Routed clock nets over the placement:
The bar under the picture is 20 microns long.
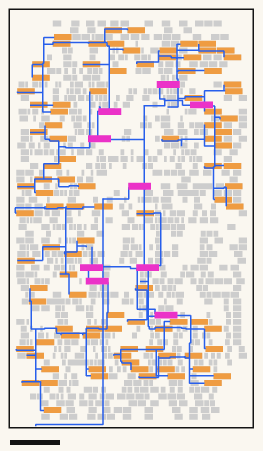
Cells by drive strength:
The bar under the picture is 20 microns long.
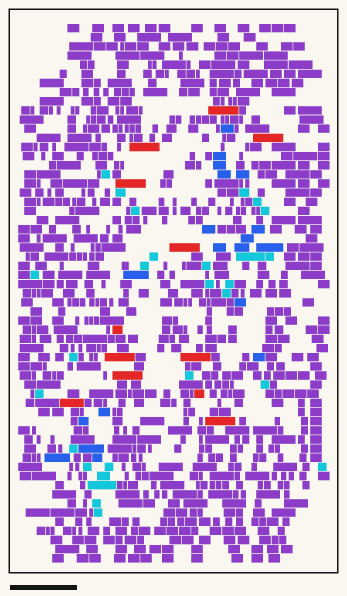
Clock routing:
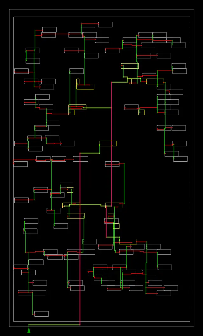
$ cat config.mk
export PLATFORM = sky130hd
export DESIGN_NAME = mem_access_unit
export DESIGN_NICKNAME = d
export VERILOG_FILES = /design/src/rtl/mem_access_unit.sv
export SDC_FILE = /design/constraint.sdc
export NUM_CORES = 1
export LEC_CHECK = 0
export CORE_ASPECT_RATIO = 1.75
export CORE_MARGIN = 2
export CORE_UTILIZATION = 40
export CTS_BUF_LIST = sky130_fd_sc_hd__clkbuf_16
export DETAILED_ROUTE_END_ITERATION = 10
export PLACE_DENSITY = 0.69
export SLEW_MARGIN = 5
export SYNTH_ARGS = -nofsm -noshare
export SYNTH_HDL_FRONTEND = slang
export SYNTH_SLANG_ARGS = --single-unit
$ cat constraint.sdc
create_clock -name clk -period 3.68 [get_ports clk]
set_clock_uncertainty 0.2 [all_clocks]
set_input_delay 0.736 -clock clk [delete_from_list [all_inputs] [get_ports clk]]
set_output_delay 0.736 -clock clk [all_outputs]
set_load 0.02 [all_outputs]
$ cat src/rtl/mem_access_unit.sv
// -----------------------------------------------------------------------------
// mem_access_unit
//   Data-side load/store engine of the RV32I core. Accepts one decoded memory
//   request at a time, drives a single-port 32-bit data memory without byte
//   enables (sub-word stores are read-modify-write) and returns sign/zero
//   extended load data over a valid/ready response channel.
//
// Ports
//   clk, rstn       clock; synchronous active-low reset
//   req_*           request channel (valid/ready, we, size, unsigned, addr,
//                   wdata); fields are latched on acceptance
//   rsp_*           response channel (valid/ready, rdata, err)
//   mem_*           data memory port; mem_rdata is valid one cycle after a
//                   read cycle
// -----------------------------------------------------------------------------
module mem_access_unit #(
   parameter int ADDR_WIDTH = 10
) (
   input  logic                  clk,
   input  logic                  rstn,
   input  logic                  req_valid,
   output logic                  req_ready,
   input  logic                  req_we,
   input  logic [1:0]            req_size,
   input  logic                  req_unsigned,
   input  logic [31:0]           req_addr,
   input  logic [31:0]           req_wdata,
   output logic                  rsp_valid,
   input  logic                  rsp_ready,
   output logic [31:0]           rsp_rdata,
   output logic                  rsp_err,
   output logic                  mem_en,
   output logic                  mem_we,
   output logic [ADDR_WIDTH-1:0] mem_addr,
   output logic [31:0]           mem_wdata,
   input  logic [31:0]           mem_rdata
);

   typedef enum logic [2:0] {IDLE, RD, CAP, WR, RESP} state_t;

   localparam logic [1:0] SZ_WORD = 2'b00;
   localparam logic [1:0] SZ_HALF = 2'b01;
   localparam logic [1:0] SZ_BYTE = 2'b10;

   state_t                state_q;
   logic [ADDR_WIDTH-1:0] word_addr_q;
   logic [1:0]            lane_q;
   logic [1:0]            size_q;
   logic                  unsigned_q;
   logic                  we_q;
   logic [15:0]           wdata_q;     // only the low half is ever merged
   logic [31:0]           word_q;      // full store word / merged RMW word
   logic [31:0]           rdata_q;
   logic                  err_q;

   // Byte-address bits above the memory size alias; they are intentionally dropped.
   logic unused_addr_bits;
   assign unused_addr_bits = ^req_addr[31:ADDR_WIDTH+2];

   function automatic logic req_error(input logic [1:0] size, input logic [1:0] lane);
      case (size)
         SZ_WORD: return lane != 2'b00;
         SZ_HALF: return lane[0];
         SZ_BYTE: return 1'b0;
         default: return 1'b1;
      endcase
   endfunction

   // Little-endian lane select followed by sign or zero extension.
   function automatic logic [31:0] load_extend(input logic [31:0] word, input logic [1:0] size,
                                               input logic [1:0] lane, input logic uns);
      logic [7:0]  b;
      logic [15:0] h;
      b = word[{lane, 3'b000} +: 8];
      h = lane[1] ? word[31:16] : word[15:0];
      case (size)
         SZ_BYTE: return uns ? {24'h0, b} : {{24{b[7]}}, b};
         SZ_HALF: return uns ? {16'h0, h} : {{16{h[15]}}, h};
         default: return word;
      endcase
   endfunction

   // Replace only the addressed lane; the other lanes keep the value read back.
   function automatic logic [31:0] store_merge(input logic [31:0] word, input logic [1:0] size,
                                               input logic [1:0] lane, input logic [15:0] data);
      logic [31:0] w;
      w = word;
      if (size == SZ_BYTE)
         w[{lane, 3'b000} +: 8] = data[7:0];
      else if (lane[1])
         w[31:16] = data;
      else
         w[15:0] = data;
      return w;
   endfunction

   // NOTE: reset is sampled on the clock edge (synchronous), and every register,
   // including the data words, is cleared so the outputs come up as zeros.
   always_ff @(posedge clk) begin
      if (!rstn) begin
         state_q     <= IDLE;
         word_addr_q <= '0;
         lane_q      <= '0;
         size_q      <= '0;
         unsigned_q  <= 1'b0;
         we_q        <= 1'b0;
         wdata_q     <= '0;
         word_q      <= '0;
         rdata_q     <= '0;
         err_q       <= 1'b0;
      end else begin
         case (state_q)
            IDLE: begin
               if (req_valid) begin
                  word_addr_q <= req_addr[ADDR_WIDTH+1:2];
                  lane_q      <= req_addr[1:0];
                  size_q      <= req_size;
                  unsigned_q  <= req_unsigned;
                  we_q        <= req_we;
                  wdata_q     <= req_wdata[15:0];
                  rdata_q     <= '0;
                  err_q       <= req_error(req_size, req_addr[1:0]);
                  if (req_error(req_size, req_addr[1:0])) begin
                     state_q <= RESP;
                  end else if (!req_we || req_size != SZ_WORD) begin
                     state_q <= RD;
                  end else begin
                     word_q  <= req_wdata;
                     state_q <= WR;
                  end
               end
            end
            RD:  state_q <= CAP;
            // mem_rdata is valid in this cycle: the read was issued in RD.
            CAP: begin
               if (we_q) begin
                  word_q  <= store_merge(mem_rdata, size_q, lane_q, wdata_q);
                  state_q <= WR;
               end else begin
                  word_q  <= mem_rdata;
                  rdata_q <= load_extend(mem_rdata, size_q, lane_q, unsigned_q);
                  state_q <= RESP;
               end
            end
            WR: begin
               rdata_q <= '0;
               err_q   <= 1'b0;
               state_q <= RESP;
            end
            RESP: if (rsp_ready) state_q <= IDLE;
            default: state_q <= IDLE;
         endcase
      end
   end

   // Moore outputs: decoded from state and registered data only.
   assign req_ready = (state_q == IDLE);
   assign rsp_valid = (state_q == RESP);
   assign rsp_rdata = rdata_q;
   assign rsp_err   = err_q;
   assign mem_en    = (state_q == RD) || (state_q == WR);
   assign mem_we    = (state_q == WR);
   assign mem_addr  = word_addr_q;
   assign mem_wdata = (state_q == WR) ? word_q : '0;

endmodule

==> impl_metrics.env <==
# flow metrics
export IMPL_hold_viol=0
export IMPL_post_synth_main_logic_family="AND-OR/OR-AND gates"
export IMPL_path_cells="nor2b_1 -> buf_4 -> and3_1 -> clkdlybuf4s50_1"
export IMPL_cts_buffer_depth=2
export IMPL_critPathMaxFanout=35
export IMPL_top_area_share_pct=32.9
export IMPL_wl_per_cell_microns=21.4
export IMPL_hold_path_class="register to register"
export IMPL_num_nets_final=980
export IMPL_crit_type="register to output pin"
export IMPL_logic_area_sq_um=3700
export IMPL_dpl_cell_area_sq_um=7800
export IMPL_clock_area_share_pct=3.41
export IMPL_rsz0062_at_grt="no"
export IMPL_stdcell_count=1057
export IMPL_ant_nets=0
export IMPL_total_power_uw=2710
export IMPL_yosys_area_sq_um=6090
export IMPL_flop_cell="dfxtp_1"
export IMPL_antenna_found_initial=0
export IMPL_reg2reg_from="state_q[2]"
export IMPL_slowest_delay_ps=610
export IMPL_core_area_sq_um=14900
export IMPL_powerDensity_nw_per_um2=335
export IMPL_mux_area_share_pct=4.99
export IMPL_ys_async_sr_fraction_pct=0
export IMPL_simple_gate_share_pct=24.4
export IMPL_crit_end="mem_wdata[11]"
export IMPL_comb_multi_input_count=555
export IMPL_slew_headroom_pct=38.4
export IMPL_edf_count=0
export IMPL_cts_setup_buffers=0
export IMPL_fp_utilization_pct=40.8
export IMPL_min_period_ps=3160
export IMPL_r2r_slack_ps=900
export IMPL_power_leader="registers"
export IMPL_pre_cts_slack_ps=430
export IMPL_drcViolationCount=0
export IMPL_ys_cells=745
export IMPL_ff_count=100
export IMPL_critPathTopFamily="buffers and inverters"
export IMPL_outcome="finished, final reports clean"
export IMPL_die_x_microns=97.3
export IMPL_crit_cells=4
export IMPL_cp_arrival_ps=2220
export IMPL_setup_viol=0
export IMPL_gr_total_overflow=0
export IMPL_worst_slack_ps=524
export IMPL_yosysMostFrequentCell="nand2_1"
export IMPL_switching_share_pct=31.4
export IMPL_ys_sh_xor_pct=0
export IMPL_worst_setup_path_end_kind="output pin"
export IMPL_holdWs_ps=263
export IMPL_place_inst=1041
export IMPL_wl_met1_mm=8.61
export IMPL_syn_avg_cell_area_sq_um=8.18
export IMPL_post_synth_num_cell_types=46
export IMPL_common_cells="nand2_1 (103), dfxtp_1 (100), clkbuf_1 (55)"
export IMPL_p_int_uw=1860
export IMPL_grt_util_all_layers_pct=27.0
export IMPL_timing_rr_end="rsp_rdata[30]"
export IMPL_adder_share_pct=1.44
export IMPL_min_from="mem_addr[2]"
export IMPL_synthCells=745
export IMPL_num_vias=6327
export IMPL_setup_tns_ps=0
export IMPL_fin_area_sq_um=8080
export IMPL_grtUsageMet1_pct=30.6
export IMPL_layout_cells_most_common="clkdlybuf4s50_1"
export IMPL_topCellsByArea="dfxtp_1 (33%), nand2_1 (6.3%), a21boi_0 (4.8%)"
export IMPL_grt_first_pass_wirelength_mm=34.7
export IMPL_reg2reg_depth=5
export IMPL_leakage_uw=0.00305
export IMPL_netlist_top_cell_by_area="dfxtp_1"
export IMPL_largestClassByArea="logic gates"
export IMPL_cts_resized=0
export IMPL_drv_slew=0
export IMPL_n_fill_cell=1425
export IMPL_cp_start_kind="register"
export IMPL_ir_worst_vdd_mv=0.181
export IMPL_net_switching_power_uw=850
export IMPL_clkSlewWorstSetupHoldPaths_ps=70
export IMPL_crit_required_ps=2740
export IMPL_netlist_area_sq_um=6090
export IMPL_drt_total_wl_mm=22.6
export IMPL_hpwl_mm=16.9
export IMPL_placementRows=59
export IMPL_wl_met2_mm=12.3
export IMPL_dr_max_layer_used="met4"
export IMPL_seq_share_pct=24.8
export IMPL_ios=183
export IMPL_critical_path_buf_inv_count=2
export IMPL_buffers=184
export IMPL_cts_root_buf="clkbuf_16"
export IMPL_fin_crit_sh_pct=85.7
export IMPL_bufAreaShareNonClock_pct=22.3
export IMPL_drv_cap=0
export IMPL_cts_tree="built"
export IMPL_hold_path_cell_count=2
export IMPL_fmax_mhz=317
export IMPL_syn_to_final_growth_pct=32.7
Back to the opening pictures, 'routed clock nets over the placement':
Orange marks flip-flops, count 100. Blue marks clock wires, length 1360 microns. Magenta marks clock drivers, count 9.
Position of the flops: all over the die.
Clock Power Share: 33.4%
Latency at later pin: 340 ps
Clk. pwr: 906 uW

Back to the opening pictures, 'cells by drive strength':
Red marks _6 and larger, cells 12, share 1.4%. Cyan marks _3 and _4 cells, cells 27, share 3.1%. Purple marks _0 and _1 cells, cells 816, share 93%. Blue marks _2 cells, cells 19, share 2.2%.

Back to the opening pictures, 'clock routing':
CTS Buf Count: 9
clkbuf count: 9

Power figures rest on the tool's default switching activity, not on a simulated workload.
